==> config.mk <==
export PLATFORM = sky130hd
export DESIGN_NAME = aidc_lite_comp_sr
export DESIGN_NICKNAME = d
export VERILOG_FILES = /design/src/rtl/aidc_lite_pkg.sv /design/src/rtl/aidc_lite_sr_lane.sv /design/src/rtl/aidc_lite_comp_sr.sv
export SDC_FILE = /design/constraint.sdc
export NUM_CORES = 1
export LEC_CHECK = 0
export CORE_MARGIN = 3
export CORE_UTILIZATION = 35
export CTS_CLUSTER_DIAMETER = 120
export DETAILED_ROUTE_END_ITERATION = 10
export PLACE_DENSITY = 0.87
export SETUP_SLACK_MARGIN = 0.2
export SLEW_MARGIN = 10
export SYNTH_ARGS = -nofsm -noshare
export SYNTH_HDL_FRONTEND = slang
export SYNTH_SLANG_ARGS = --single-unit
export TNS_END_PERCENT = 1
==> constraint.sdc <==
create_clock -name clk -period 1.94 [get_ports clk]
set_input_delay 0.194 -clock clk [delete_from_list [all_inputs] [get_ports clk]]
set_output_delay 0.194 -clock clk [all_outputs]
set_load 0.05 [all_outputs]
==> run_1/congestion_map.png <==
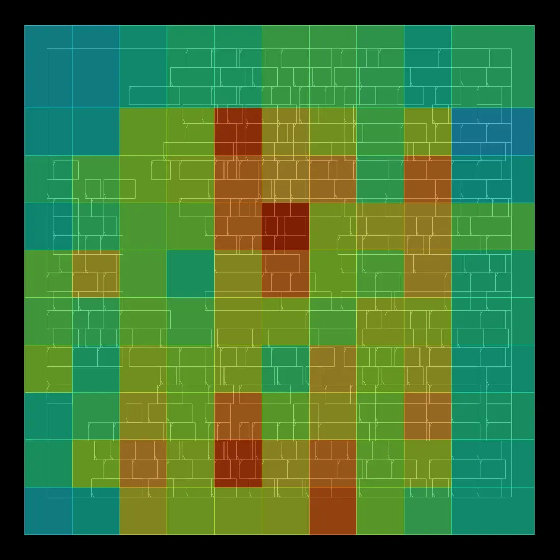
layer with the highest usage: met2
wire length per cell: 13.8 um
met2 global-route usage: 0.308

==> run_1/ff_map.png <==
Other sequential cells in the stronger grey, the rest of the logic in the fainter grey.
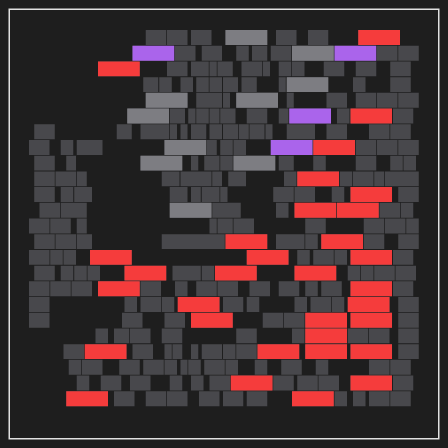
Key: data_o = red [placed flops 32]; addr_o = purple [placed flops 4]
Another 10 sequential cells are not coloured.
flop share of the area: 0.317
FF/Latch Area: 921 um2
Power Sequential: 986 uW

==> run_1/port_trees.png <==
Bar = 20 um.
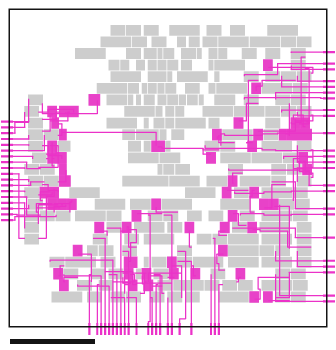
Key: data_i = magenta [direction input, end cells 57, buffers 64, wire 1,470 um]
tally of buffers added on design ports: 109
I/O pins: 110

==> run notes, run 1 <==
run metrics: status=complete, no violations, clock network power=689 uW, Final TNS setup=0 ps, FP Util=0.368, setup bufs post-CTS=0, worst hold path class=input port to flop, HPWL Detailed=3.62 mm, Net Sw Frac=0.246, CP delay by family, top=buffers and inverters, Net Switching=512 uW, inverter count=4, most frequent cell after synthesis=dfxtp_1, nets@finish=342, Layout Area Growth over Synthesis=78.9%, CP Buf/Inv Count=1, final worst path period share=0.851, global-route wire length before repair=6.93 mm, Non-clock buffer share=0.394, async set-reset flop share out of synthesis=0, multi-input gate share of the layout cell area=0.224, internal cell power=1570 uW, Multi-In Gates=99, chip width=74.1 um, RSZ-0062 raised after global routing=false, total power=2080 uW, n_diodes=0, Hold Slack=498 ps, CP Depth=1, cells on worst reg2reg path=6, drt drc=0, Fmax=0.606 GHz, post-synth net total=229, Syn Inst Count=159, fin crit period=1650 ps, clock network area share=0.0379, Worst-path clk slew=80 ps, synthesis area per yosys=0.00162 mm2, All-Layer GR Usage=0.165, Critical Path Source Type=flop, number of max-cap violations=0, logic area=651 um2, DRT Wirelength=4.49 mm, initial detailed-routing violation count=49, Vias=1,589, P_leak=0.00118 uW, pwr/cell area=717 mW/mm2, PostCTS Resize Cnt=0, final tally of max-slew violations=0, Setup WS post-layout=290 ps, Comb pwr share=0.196, EDFF count, synth=0, Finished Core Util=0.658, Critical Path Max Stage Delay=850 ps, Finished Cell Area=0.00291 mm2, Congestion Overflow GR=0, initial antenna violation count=0, P_comb=407 uW, CP max FO=1, Top Metal Used=met4, Main area contributors=dfxtp_1 57%, and3_1 13%, nand4_1 3.1%, clkbuf_1 2.3%, nor4_1 2.3%, top post-synthesis cells by count=46 x dfxtp_1, 33 x and3_1, 10 x clkbuf_1, hold path cells=2, Chip Area=0.00549 mm2, M1 WL=1.78 mm, metal3 WL=483 um, post-placement cell count=317, FFs & Latches=46, Area after DPL=0.00280 mm2, crit path DAT=1460 ps, kind of end point of the critical path=output pin, DR pass1 iterations=4, Hold Vio Cnt, Final=0, clock network fraction of total power=0.331, post-synthesis instance area=0.00162 mm2, drt via density=4.89, CTS tree=built, met2 wire len=2.18 mm, non-filler cells, final=325, Core ar.=0.00441 mm2, fill count=338
-- run 1: cell usage in the layout, fill, tap and decap left out, drive strengths merged, types with 2 or more instances in the layout --
cell type      count
buf                7
nor3b              3
nand2b             2
nand2              7
clkbuf             6
dfxtp             46
clkdlybuf4s50    109
a21oi              3
nor2               3
nand4              8
a31o               2
and3              33
o21ai              7
nor2b              5
and2               2
nor4               8
inv                4
-- run 1: logic make-up (layout without fill, tap and decap cells) --
group	count (synthesis)	after routing	share of synthesized area
simple gates	76	76	0.294
flops	46	46	0.567
fa+ha+maj	1	1	0.00770
buf+inv	14	128	0.0324
compound gates	20	20	0.0878
mux	1	1	0.00616
xor+xnor	1	1	0.00539
==> inputs of run 2 (changes only) <==
Settings changed: CORE_UTILIZATION 35 to 37, PLACE_DENSITY 0.87 to 0.86, SYNTH_HIERARCHICAL set to 1.
==> run_2/m1.png <==
Supply wires on this layer in grey.
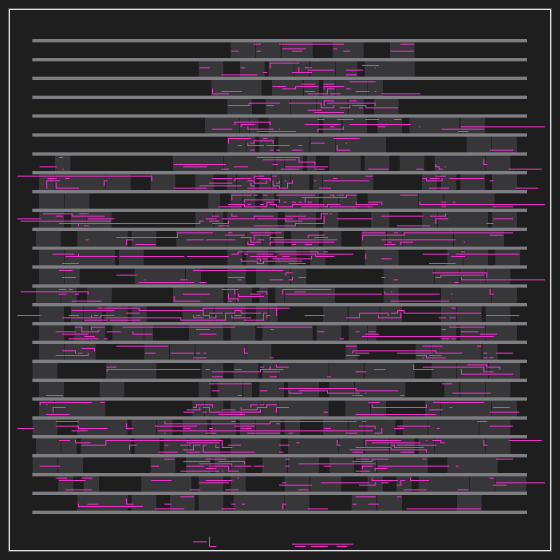
The layer holds 37% of the routed length. The longest straight run is 30.8 um. 308 nets have wire on it.
DRT Wirelength: 4.96 mm
M1 GR Usage: 0.165
Vias: 1,656

==> run_2/m2.png <==
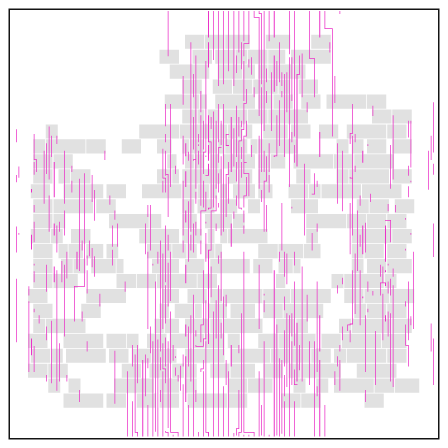
The layer carries 2,630 um of wire. The longest straight run is 34.3 um. 306 nets have wire on it. The layer holds 53% of the routed length. The wires run mostly vertical.
met2 global-route usage: 0.299

==> run_2/congestion_map.png <==
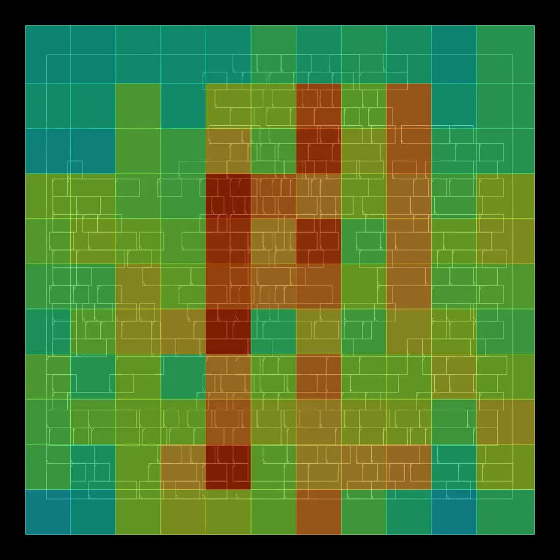
All-Layer GR Usage: 0.163
grt met3 use: 0.0499

==> run 2 against run 1 <==
Via count increased by 4.2%. Core utilization is 4.1 points lower. Area after synthesis grew 18%. Register-to-register slack better by 30 ps. First-iteration DRC count is 41% higher. Total power shrank 6.5%. Critical path depth grew 6. Cell area increased by 3.0%. Sequential power hardly changed. Flip-flop count unchanged. Non-clock buffer count fell by 1. Critical path type is now input port to flop. Critical endpoint is now ok_o.
==> run notes, run 2 <==
run metrics: crit path DRT=2170 ps, Synth Area in Simple Gates=0.243, critical path type=input port to flop, Hold Vio Cnt, Final=0, total power=1950 uW, largest net degree at the start of global routing=40, pwr/cell area=650 mW/mm2, global-route wire length before repair=7.81 mm, RSZ-0062 raised after global routing=true, post-placement cell count=338, drt via density=4.79, hold path cells=2, Slew @ Worst Pin=521 ps, status=complete, no violations, P_leak=0.00131 uW, I/O pins=110, nets@finish=349, Final TNS setup=0 ps, wire length per cell=14.3 um, CTS buffer count=5, Dominant comb cell=simple AND/OR/NAND/NOR gates, Chip Area=0.00606 mm2, Setup WS post-layout=281 ps, fin crit period=1660 ps, initial detailed-routing violation count=69, Net Sw Frac=0.267, layer with the highest usage=met2, Finished Core Util=0.617, commonest non-fill, non-tap cell in the layout=clkdlybuf4s50_1, DR pass1 iterations=5, final setup vio count=0, Power Sequential=986 uW, n_diodes=0, Syn Inst Count=195, met2 wire len=2.63 mm, tally of buffers added on design ports=109, adder-cell share of the synthesized area=0.00655, Finished Cell Area=0.00299 mm2, non-filler cells, final=346, kind of end point of the critical path=flop, worst hold path class=input port to flop, Hold Slack=237 ps, Fmax=0.603 GHz, cells on worst reg2reg path=7, Mux cell area share=0.00589, initial antenna violation count=0, fill count=391, final worst path period share=0.855, crit path DAT=1890 ps, async set-reset flop share out of synthesis=0, Synth Seq Share=0.482, clock network fraction of total power=0.277, most frequent cells in the layout=98 x clkdlybuf4s50_1, 46 x dfxtp_1, 35 x and3_1, Core ar.=0.00485 mm2, clock network power=540 uW, Top Metal Used=met4, P_comb=420 uW, most frequent cell after synthesis=dfxtp_1, Critical Path Source Type=input port, EDFF count, synth=0, drt drc=0, synthesis area per yosys=0.00191 mm2, post-synthesis instance area=0.00191 mm2, top post-synthesis cells by count=46 x dfxtp_1, 35 x and3_1, 32 x buf_4, XOR/XNOR Area Share=0.0183, Area after DPL=0.00286 mm2, Layout Area Growth over Synthesis=56.6%, CTS tree=built, GP Congestion=0.758, Worst-path clk slew=80 ps, HPWL Detailed=3.77 mm, FP Util=0.394, number of max-cap violations=0, Comb pwr share=0.216, Main area contributors=dfxtp_1 48%, buf_4 13%, and3_1 11%, nand4_1 2.9%, a211oi_2 2.6%, CP max FO=3, metal3 WL=386 um, internal cell power=1430 uW, chip width=77.9 um, Net Switching=520 uW, M1 WL=1.84 mm, Largest register FFs=32, final tally of max-slew violations=0, yosys aoi share=0.0923, Congestion Overflow GR=0
[run 2: final cells by class]
type | count | area [um2] | share of cell area
timing repair buffer | 115 | 1160 | 0.389
sequential | 46 | 921 | 0.308
multi-input combinational | 107 | 731 | 0.244
tap | 67 | 83.8 | 0.0280
clock buffer | 5 | 68.8 | 0.0230
inverter | 4 | 15.0 | 0.00502
clock inverter | 2 | 10.0 | 0.00334
[run 2: repair_timing]
action / in CTS / in global routing
endpoints found under the hold margin: 0 / 0
buffers inserted: 0 / 1
hold buffers: 0 / 0
endpoints found under the setup margin: 0 / 2
gates resized: 0 / 15
[run 2: worst max-delay path: stages]
cell,delay (ps)
clkdlybuf4s50_1,510
nand4_1,100
o21a_1,190
a211oi_2,230
nand4_1,140
or3_1,390
a21boi_1,140
No activity file was given, so power comes from the tool's default toggle rates.
